### src/rtl/data_4.sv
// Two-stage transfer register: clk1 strobe loads datain into a, clk2 strobe copies a into b.
// Both strobes are synchronized and rising-edge detected on clk; a strobe already high at reset release is ignored.
module data_4 #(
   parameter int WIDTH       = 4,
   parameter int SYNC_STAGES = 2
) (
   input  logic             clk,
   input  logic             rst_n,
   input  logic [WIDTH-1:0] datain,
   input  logic             clk1,
   input  logic             clk2,
   output logic [WIDTH-1:0] a,
   output logic [WIDTH-1:0] b
);

   localparam int CW = $clog2(SYNC_STAGES + 1);

   logic [SYNC_STAGES-1:0] sync1_q, sync1_d;
   logic [SYNC_STAGES-1:0] sync2_q, sync2_d;
   logic                   hist1_q, hist1_d;
   logic                   hist2_q, hist2_d;
   logic                   armed1_q, armed1_d;
   logic                   armed2_q, armed2_d;
   logic [CW-1:0]          settle_q, settle_d;
   logic [WIDTH-1:0]       a_q, a_d;
   logic [WIDTH-1:0]       b_q, b_d;
   logic                   pulse1, pulse2;
   logic                   settled;

   // The synchronizer outputs only reflect real strobe samples once the chain has
   // refilled after reset; arming before that would accept a strobe held high across release.
   always_comb begin
      settled  = (settle_q == '0);
      settle_d = settled ? settle_q : settle_q - CW'(1);

      sync1_d  = {sync1_q[SYNC_STAGES-2:0], clk1};
      sync2_d  = {sync2_q[SYNC_STAGES-2:0], clk2};
      hist1_d  = sync1_q[SYNC_STAGES-1];
      hist2_d  = sync2_q[SYNC_STAGES-1];

      armed1_d = armed1_q | (settled & ~sync1_q[SYNC_STAGES-1]);
      armed2_d = armed2_q | (settled & ~sync2_q[SYNC_STAGES-1]);

      pulse1   = sync1_q[SYNC_STAGES-1] & ~hist1_q & armed1_q;
      pulse2   = sync2_q[SYNC_STAGES-1] & ~hist2_q & armed2_q;

      a_d      = pulse1 ? datain : a_q;
      b_d      = pulse2 ? a_q    : b_q;
   end

   always_ff @(posedge clk or negedge rst_n) begin
      if (!rst_n) begin
         sync1_q  <= '0;
         sync2_q  <= '0;
         hist1_q  <= 1'b0;
         hist2_q  <= 1'b0;
         armed1_q <= 1'b0;
         armed2_q <= 1'b0;
         settle_q <= CW'(SYNC_STAGES);
         a_q      <= '0;
         b_q      <= '0;
      end else begin
         sync1_q  <= sync1_d;
         sync2_q  <= sync2_d;
         hist1_q  <= hist1_d;
         hist2_q  <= hist2_d;
         armed1_q <= armed1_d;
         armed2_q <= armed2_d;
         settle_q <= settle_d;
         a_q      <= a_d;
         b_q      <= b_d;
      end
   end

   assign a = a_q;
   assign b = b_q;

endmodule

### config.mk
export PLATFORM = sky130hd
export DESIGN_NAME = data_4
export DESIGN_NICKNAME = d
export VERILOG_FILES = /design/src/rtl/data_4.sv
export SDC_FILE = /design/constraint.sdc
export NUM_CORES = 1
export LEC_CHECK = 0
export ABC_CLOCK_PERIOD_IN_PS = 3120
export CELL_PAD_IN_SITES_DETAIL_PLACEMENT = 1
export CELL_PAD_IN_SITES_GLOBAL_PLACEMENT = 2
export CORE_MARGIN = 1.5
export CORE_UTILIZATION = 35
export CTS_CLUSTER_DIAMETER = 100
export DETAILED_ROUTE_END_ITERATION = 10
export PLACE_DENSITY = 0.78
export SETUP_SLACK_MARGIN = 0.02
export SYNTH_ARGS = -nofsm -noshare
export SYNTH_HDL_FRONTEND = slang
export SYNTH_SLANG_ARGS = --single-unit
### constraint.sdc
create_clock -name clk -period 3.12 [get_ports clk]
set_input_delay 0.312 -clock clk [delete_from_list [all_inputs] [get_ports clk]]
set_output_delay 0.312 -clock clk [all_outputs]
set_load 0.01 [all_outputs]
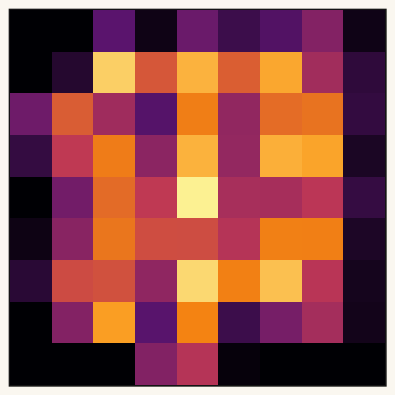
(placement density heat map)
(8 px per um) The die is cut into 9 by 9 equal tiles; black is low, pale yellow is high, 0 to 100% covered.
tiles over 75% full: 12%
mean over tiles: 39%
nearly empty tiles: 15%
densest ninth of the die: middle
fullest tile: 97%
final core utilization: 50.00%
core area: 0.001764 mm^2
Initial Util: 38.23%

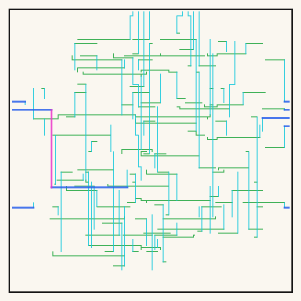
(wiring by layer)
(6 px per um)
legend:
  metal 1:
    colour: green
    wire_length: 440 um
  metal 2:
    colour: cyan
    wire_length: 521 um
  metal 4:
    colour: magenta
    wire_length: 12.9 um
  metal 3:
    colour: blue
    wire_length: 31.7 um
detailed-route via count: 350
drt total wl: 1005 um
All-Layer GR Usage: 10.53%
post-DR wirelength/cell: 12.26 um

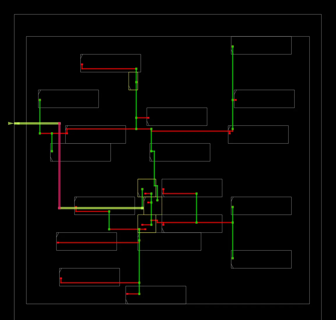
(the clock network)
Flops: 18
total CTS buffers: 3
# clk buffers: 4
Worst Skew: 4.691 ps

==> ci_impl_report.md <==
## Implementation flow summary

| Metric | Value |
|---|---|
| Status | finished clean |
| Most Crowded Layer GR | met2 |
| Final setup TNS | 0 ps |
| Nets | 67 |
| Share of layout cells above drive strength 1 | 28.07% |
| Sw power | 112.5 uW |
| Metal1 wirelength | 439 um |
| Slowest cell on crit path | clkdlybuf4s50_1 |
| Top area contributor share | 63.08% |
| Clk pwr share | 23.8% |
| Chip area | 0.002199 mm^2 |
| Combinational Power Share | 20.6% |
| Fin crit period | 1535 ps |
| Comb pwr | 101 uW |
| Routed wl met2 | 521 um |
| Crit path max fanout | 3 |
| Period utilization | 49.21% |
| Largest net degree at the start of global routing | 19 |
| Via density | 4.268 |
| Placed Area | 855.8 um^2 |
| GR Layer Usage met1 | 13.24% |
| # IOs | 16 |
| Worst Path Required | 2810 ps |
| Clk sinks | 18 |
| Setup Buffers After CTS | 0 |
| Hpwl dp | 771.3 um |
| Worst hold path type | flop to flop |
| Clk. pwr | 117 uW |
| Register share after synthesis | 66.98% |
| Slowest cell delay on critical path | 550 ps |
| CTS clock-pin slew for the worst setup and hold paths | 100 ps |
| Flops & latches, synth | 18 |
| Top layer in use | met4 |
| DRT antenna net count | 0 |
| Latency at later pin | 280 ps |
| Worst slew pin tran | 783.8 ps |
| Ys cells | 38 |
| Syn Inst Count | 38 |
| Count of tool warnings | 26 |
| CP top delay family | buffers and inverters |
| CP Class | flop to output port |
| Top cells excl fill/tap | 17 x dfrtp_1, 15 x clkdlybuf4s50_1, 8 x mux2_4, 4 x inv_1, 3 x clkbuf_4 |
| Cell area leaders | dfrtp_1 63%, mux2_4 18%, nand3b_4 5.9% |
| Top Consumer | sequential cells |
| Crit. End Element | output port |
| Drt pass-1 iters | 2 |
| Placer Congestion | 0.6454 |
| Unique masters post-synth | 10 |
| RSZ-0062 raised after global routing | no |
| Post-Syn Area | 674.4 um^2 |
| Post-route DRC | 0 |
| PwrDens | 555.5 mW/mm^2 |
| Pre-CTS setup slack | 1775 ps |
| Area leader, netlist | dfrtp_1 |
| Top cell excl fill/tap | dfrtp_1 |
| Int Power | 377.5 uW |
| Final count of hold timing violations | 0 |
| Final Setup Violations | 0 |
| Gr ovfl total | 0 |
| Area added between synthesis and finish | 30.80% |
| Met3 WL | 31 um |
| Initial antenna violation count | 0 |
| Chip Area, Yosys | 674.4 um^2 |
| TritonCTS clock tree | done |
| MaxCap Viol Count | 0 |
| Max Fclk | 0.6513 GHz |
| Hold-fix buffers, CTS | 0 |
| Worst setup SP type | flop |
| Synth warn | 0 |
| Met2 usage | 18.08% |
| Resized Gates After CTS | 0 |
| Slew Limit Fails | 0 |
| Seq power | 272 uW |
| Vias in the first global route | 356 |
| H-Tree Depth | 1 |
| Worst path buffer plus inverter count | 1 |
| Seq pwr share | 55.6% |
| Setup WS post-layout | 1585 ps |
| ANT cells | 0 |
| Pleak | 0.0003974 uW |
| Syn avg cell area | 17.75 um^2 |
| Post-synth net total | 47 |
| Maximum vdd drop | 0.0003432 V |
| CP cell instances | clkdlybuf4s50_1 |
| Root Buffer | clkbuf_4 |
| Layout fillers | 198 |
| Clock buffer depth | 2 |
| Crit path DAT | 1220 ps |
| First-pass GRT wire length | 1621 um |
| Slew margin rel. | 47.59% |
| Sw Ratio | 22.95% |
| Met3 usage | 2.308% |
| Initial DRC Count | 4 |
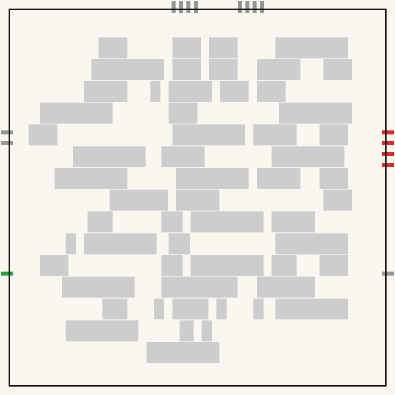
(pin placement)
(8 px per um) Pins as bars across the die edge, other pins in grey.
legend:
  `b`:
    colour: red
    pins: 4
    direction: output
    edge: right
  `clk2`:
    colour: green
    pins: 1
    direction: input
    edge: left
all pins by edge: 8 top, 5 right, 3 left
PortBufs: 15
Die W: 46.90 um
Die H: 46.90 um

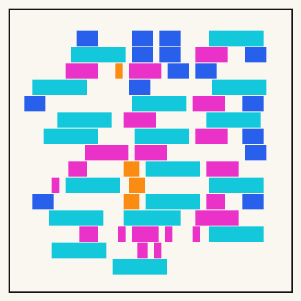
(placed cells, one colour a class)
(6 px per um)
legend:
  clock drivers and dummy loads:
    colour: orange
    cells: 4
    share_of_their_area: 3.1%
  combinational and other logic:
    colour: magenta
    cells: 20
    share_of_their_area: 26%
  flops:
    colour: cyan
    cells: 18
    share_of_their_area: 53%
  other buffers and delay cells:
    colour: blue
    cells: 15
    share_of_their_area: 18%
row count: 15
sequential cell area share: 51.21%
final instance area: 882.1 um^2

## final timing paths
path	startpoint	slack, ps	cells after the start	end
worst min register to register	sync1_q[0]	370	0	sync1_q[1]
worst min-delay path	sync1_q[0]	370	0	sync1_q[1]
worst max-delay path	a[3]	1580	1	a[3]
worst max register to register	settle_q[1]	1970	3	armed1_q
max in group asynchronous	rst_n	2150	1	sync2_q[0]
min in group asynchronous	rst_n	480	1	b[3]
## metrics by stage
step | power, uW | hold WS [ps] | utilization, % | instances
floorplan | 320.8 | 16.41 | - | 38
global placement | 378.5 | 334.6 | 48.51 | 78
detailed placement | 380.9 | 345.7 | 48.51 | 78
CTS | 496.0 | 371.1 | 50.00 | 82
global route | 514.1 | 373.6 | 50.00 | 82
finish | 490.0 | 365.1 | 50.00 | 82
## synth_stat cells (all sizes together)
library cell,instances
dfrtp,17
dfstp,1
nand3b,2
ha,1
inv,4
xnor2,1
a21o,2
o21ai,1
nand2,1
mux2,8
## sequential cells by signal, summed over array words and instances, names as in the netlist
name / flops
hist1_q: 1
settle_q: 2
armed1_q: 1
armed2_q: 1
hist2_q: 1
b: 4
sync1_q: 2
sync2_q: 2
a: 4
## cell families (layout without fill, tap and decap cells)
kind of cell	Yosys count	after routing	synth area share, %
DFF	18	18	66.98
muxes	8	8	17.81
buffers and inverters	4	23	2.226
AOI/OAI and AO/OA	3	3	3.339
and+or+nand+nor	3	3	6.493
adders and majority gates	1	1	1.855
xor gates and xnor gates	1	1	1.299
## cell type report
cell class,count,area (um^2),area share (%)
multi-input combinational,16,207.7,23.55
clock buffer,4,26.28,2.979
timing repair buffer,15,150.1,17.02
inverter,4,15.01,1.702
sequential,18,451.7,51.21
tap,25,31.28,3.546
Power and IR drop assume default switching activity.
